`src/rtl/bus_control_nway.sv`:
```
// bus_control_nway: round-robin snooping bus controller between NCACHE L1 dcaches and one RAM port.
// Ports:
//   CLK, RST                        clock, asynchronous active-high reset
//   cache_ren/wen/rdx/addr/store    per-cache block read, writeback, exclusive flag, address, writeback word
//   cache_load, cache_wait          broadcast fill word, active-low per-cache word-done strobe
//   grant, word_idx                 one-hot bus owner, current word within the block
//   snoop_valid/inv/addr            snoop strobe, invalidate and block address to non-granted caches
//   snoop_hit, snoop_data           Modified-hit flags and supplier words from snooped caches
//   ram_ren/wen/addr/store/load     RAM word access
//   ram_ready                       RAM access completes this cycle
module bus_control_nway #(
  parameter int NCACHE = 2,
  parameter int ADDR_W = 32,
  parameter int DATA_W = 32,
  parameter int WORDS  = 2
) (
  input  logic                       CLK,
  input  logic                       RST,
  input  logic [NCACHE-1:0]          cache_ren,
  input  logic [NCACHE-1:0]          cache_wen,
  input  logic [NCACHE-1:0]          cache_rdx,
  input  logic [NCACHE*ADDR_W-1:0]   cache_addr,
  input  logic [NCACHE*DATA_W-1:0]   cache_store,
  output logic [DATA_W-1:0]          cache_load,
  output logic [NCACHE-1:0]          cache_wait,
  output logic [NCACHE-1:0]          grant,
  output logic [$clog2(WORDS)-1:0]   word_idx,
  output logic [NCACHE-1:0]          snoop_valid,
  output logic [NCACHE-1:0]          snoop_inv,
  output logic [ADDR_W-1:0]          snoop_addr,
  input  logic [NCACHE-1:0]          snoop_hit,
  input  logic [NCACHE*DATA_W-1:0]   snoop_data,
  output logic                       ram_ren,
  output logic                       ram_wen,
  output logic [ADDR_W-1:0]          ram_addr,
  output logic [DATA_W-1:0]          ram_store,
  input  logic [DATA_W-1:0]          ram_load,
  input  logic                       ram_ready
);
  localparam int WI = $clog2(WORDS);
  localparam int GW = $clog2(NCACHE);
  localparam logic [ADDR_W-1:0] BASE_MASK = ~ADDR_W'(WORDS*4-1);
  typedef enum logic [2:0] {S_IDLE, S_SNOOP, S_MEMRD, S_C2C, S_WB} state_t;
  state_t            r_state, w_next;
  logic [NCACHE-1:0] r_grant, w_req, w_hits;
  logic [GW-1:0]     r_g, r_rr, r_sup, w_pick, w_j, w_hit_idx;
  logic [WI-1:0]     r_widx;
  logic [ADDR_W-1:0] r_base;
  logic              w_found, w_xfer, w_last;
  logic [DATA_W-1:0] w_sup_data;
  assign w_req      = cache_ren | cache_wen;
  assign w_hits     = snoop_hit & ~r_grant;
  assign w_xfer     = ram_ready && (r_state inside {S_MEMRD, S_C2C, S_WB});
  assign w_last     = w_xfer && (r_widx == WI'(WORDS-1));
  assign w_sup_data = snoop_data[r_sup*DATA_W +: DATA_W];
  // Round-robin: first requester after the last owner, wrapping.
  always_comb begin
    w_found = 1'b0;
    w_pick  = '0;
    w_j     = '0;
    for (int k = 1; k <= NCACHE; k++) begin
      w_j = GW'((int'(r_rr) + k) % NCACHE);
      if (!w_found && w_req[w_j]) begin
        w_found = 1'b1;
        w_pick  = w_j;
      end
    end
  end
  // Lowest hitting index supplies, even if several caches claim Modified.
  always_comb begin
    w_hit_idx = '0;
    for (int i = NCACHE-1; i >= 0; i--)
      if (w_hits[i]) w_hit_idx = GW'(i);
  end
  always_comb begin
    w_next = r_state;
    case (r_state)
      S_IDLE:  if (w_found) w_next = cache_wen[w_pick] ? S_WB : S_SNOOP;
      S_SNOOP: w_next = (|w_hits) ? S_C2C : S_MEMRD;
      default: if (w_last) w_next = S_IDLE;
    endcase
  end
  assign grant       = r_grant;
  assign word_idx    = r_widx;
  assign snoop_valid = (r_state == S_SNOOP) ? ~r_grant : '0;
  assign snoop_inv   = (r_state == S_SNOOP && cache_rdx[r_g]) ? ~r_grant : '0;
  assign snoop_addr  = (r_state == S_SNOOP) ? r_base : '0;
  assign ram_ren     = r_state == S_MEMRD;
  assign ram_wen     = r_state inside {S_C2C, S_WB};
  assign ram_addr    = (ram_ren || ram_wen) ? r_base + ADDR_W'({r_widx, 2'b00}) : '0;
  // Cache-to-cache data goes to the requester and RAM in the same beat.
  assign cache_load  = (r_state == S_MEMRD) ? ram_load : (r_state == S_C2C) ? w_sup_data : '0;
  assign ram_store   = (r_state == S_C2C) ? w_sup_data :
                       (r_state == S_WB) ? cache_store[r_g*DATA_W +: DATA_W] : '0;
  assign cache_wait  = ~(r_grant & {NCACHE{w_xfer}});
  always_ff @(posedge CLK or posedge RST)
    if (RST) begin
      r_state <= S_IDLE;
      r_grant <= '0;
      r_g     <= '0;
      r_rr    <= GW'(NCACHE-1);
      r_sup   <= '0;
      r_widx  <= '0;
      r_base  <= '0;
    end else begin
      r_state <= w_next;
      if (w_xfer) r_widx <= r_widx + 1'b1;
      if (r_state == S_IDLE && w_found) begin
        r_grant <= NCACHE'(1) << w_pick;
        r_g     <= w_pick;
        r_base  <= cache_addr[w_pick*ADDR_W +: ADDR_W] & BASE_MASK;
      end
      if (r_state == S_SNOOP) r_sup <= w_hit_idx;
      if (w_last) begin
        r_grant <= '0;
        r_rr    <= r_g;
      end
    end
endmodule

```
`config.mk`:
```
export PLATFORM = sky130hd
export DESIGN_NAME = bus_control_nway
export DESIGN_NICKNAME = d
export VERILOG_FILES = /design/src/rtl/bus_control_nway.sv
export SDC_FILE = /design/constraint.sdc
export NUM_CORES = 1
export LEC_CHECK = 0
export CAP_MARGIN = 30
export CORE_AREA = 2 2 145 147
export DETAILED_ROUTE_END_ITERATION = 7
export DIE_AREA = 0 0 147 149
export SETUP_SLACK_MARGIN = 0.5
export SLEW_MARGIN = 25
export SYNTH_ARGS = -nofsm -noshare
export SYNTH_HDL_FRONTEND = slang
export SYNTH_SLANG_ARGS = --single-unit
```
`constraint.sdc`:
```
create_clock -name CLK -period 1.7 [get_ports CLK]
set_input_delay 0.255 -clock CLK [delete_from_list [all_inputs] [get_ports CLK]]
set_output_delay 0.255 -clock CLK [all_outputs]
set_load 0.01 [all_outputs]
```
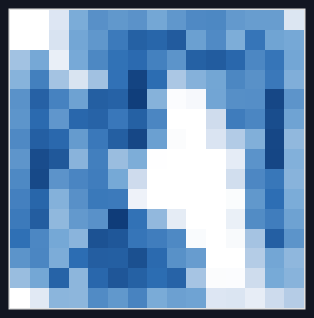
Fig. 1. Placement density heat map (run 1).
Drawn at 2 px/um. 15 x 15 tiles, from white (low) to dark blue (high), 0 to 100% covered.
tiles over 75% full	20%
densest ninth of the die	left middle
mean over tiles	50%

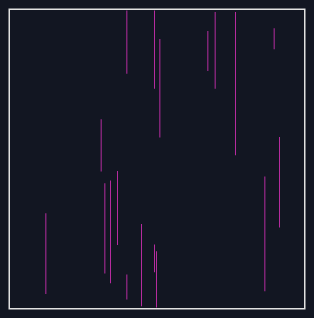
Fig. 2. Metal 4 (run 1).
Drawn at 2 px/um.
wire length on this layer	654 um
main direction	vertical
longest straight run	71.4 um
nets with wire on the layer	17
share of all routed wire	2.6%

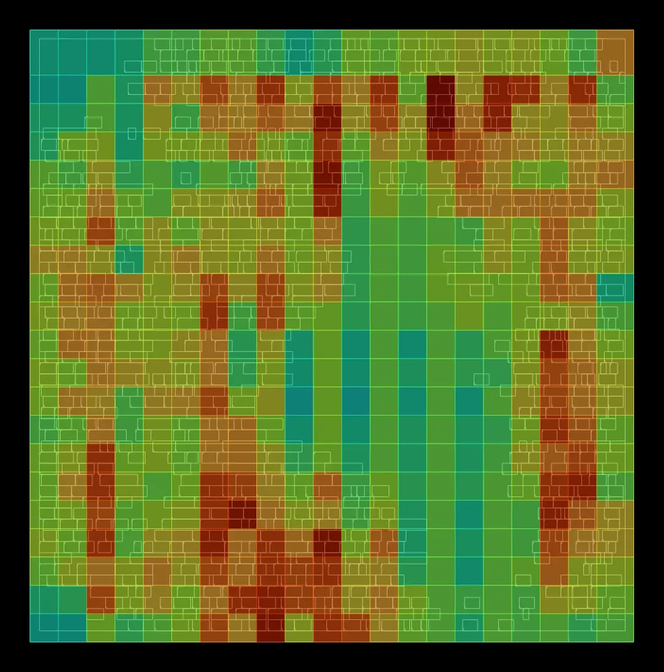
Fig. 3. Track usage over the die (run 1).
GR Layer Usage met2: 37.8%
grt peak-use layer: met2

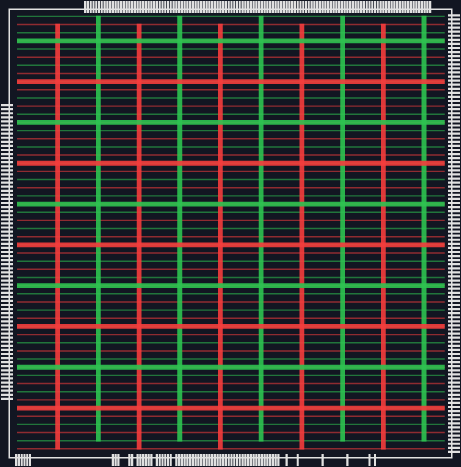
Fig. 4. Floorplan with the power grid (run 1).
Drawn at 3 px/um. Pins as bars on the die edge.
colour	net
red	VSS
green	VDD
signal pins	374
met1 rails	54
rows	53
met5 straps	10
met4 straps	10

==> metrics.cfg <==
[status]
status=complete, but fails checks
violations=negative setup slack

[routing]
drt_wl_total_mm=25.5
num_vias=5647
post-route-drc-count=0
vias_per_cell=4.49
dr.pass1.iters=4

[global_routing]
grt.total_usage_pct=20.8

[clock_tree]
cts_tree=done
htreeDepth=2
ctsRootBufferMaster=clkbuf_16
clock_latency_ns=0.29

[timing]
setup_viol=168
layout_setup_ws_ns=-0.569

[setup_path]
reg2regPathDepth=14
cp-endpoint=ram_addr[16]
r2r_setup_slack_ns=-0.45

[synthesis]
synth_async_sr_flop_share_pct=100
edf_count=0
most_common_cell=mux2i_1
top_area_cell=mux2i_1

[layout]
drive_gt1_share_pct=58.3
stdcell_area_um2=11300

[power]
ir_drop_mv=1.16
p_sw_share_pct=39.9

[die]
rows=53

run 1: final cells by class:
class,count,area [um2]
Sequential cell,38,958
Timing Repair Buffer,567,6200
Clock buffer,6,139
Multi-Input combinational cell,367,3630
Antenna cell,2,5.00
Inverter,3,11.3
Tap cell,275,344
Fill cell,1773,9270
run 1: flip-flops by register name, indices dropped and copies added, names as in the netlist:
signal	cells
r_sup	1
grant	2
r_g	1
r_rr	1
word_idx	1
r_base	29
r_state	3
run 1: stage by stage:
stage	power, mW	instances	hold slack [ns]	util [%]	setup TNS [ns]
2_1_floorplan	6.83	451	0.404	-	0
3_3_place_gp	11.2	1104	0.540	40.8	-45.11
3_5_place_dp	11.3	1104	0.551	40.8	-47.19
4_1_cts	16.6	1226	0.328	48.6	-53.04
5_1_grt	19.9	1258	0.353	54.9	-75.68
6_report	19.0	1258	0.311	54.9	-64.53
run 1: cell families (layout without fill, tap and decap cells):
| kind of cell | Yosys count | count (layout) | share of synthesized area [%] |
|---|---|---|---|
| flops | 38 | 38 | 26.5 |
| xor+xnor | 1 | 1 | 0.244 |
| other cells | 1 | 7 | 0.105 |
| compound gates | 104 | 104 | 16.4 |
| buf+inv | 51 | 576 | 7.11 |
| simple gates | 157 | 162 | 23.0 |
| mux | 95 | 95 | 26.7 |
run 1: layout by cell type, fill, tap and decap left out, types with 4 or more instances in the layout:
cell             count
clkdlybuf4s50_1    228
buf_6              166
mux2i_1             93
buf_2               56
buf_4               47
buf_12              35
dfrtp_1             32
and2_4              31
o21ai_2             27
nor2_4              26
and3_4              26
a21oi_2             25
o22ai_2             20
nand2_4             18
buf_8               17
nand2_1             16
o22ai_4             12
buf_16              12
nor2_2               8
clkbuf_16            8
nand2_2              7
a21oi_1              6
nand2_8              5
conb_1               5
dfrtp_2              5
o21ai_4              4
nor2_1               4
Power figures rest on the tool's default switching activity, not on a simulated workload.
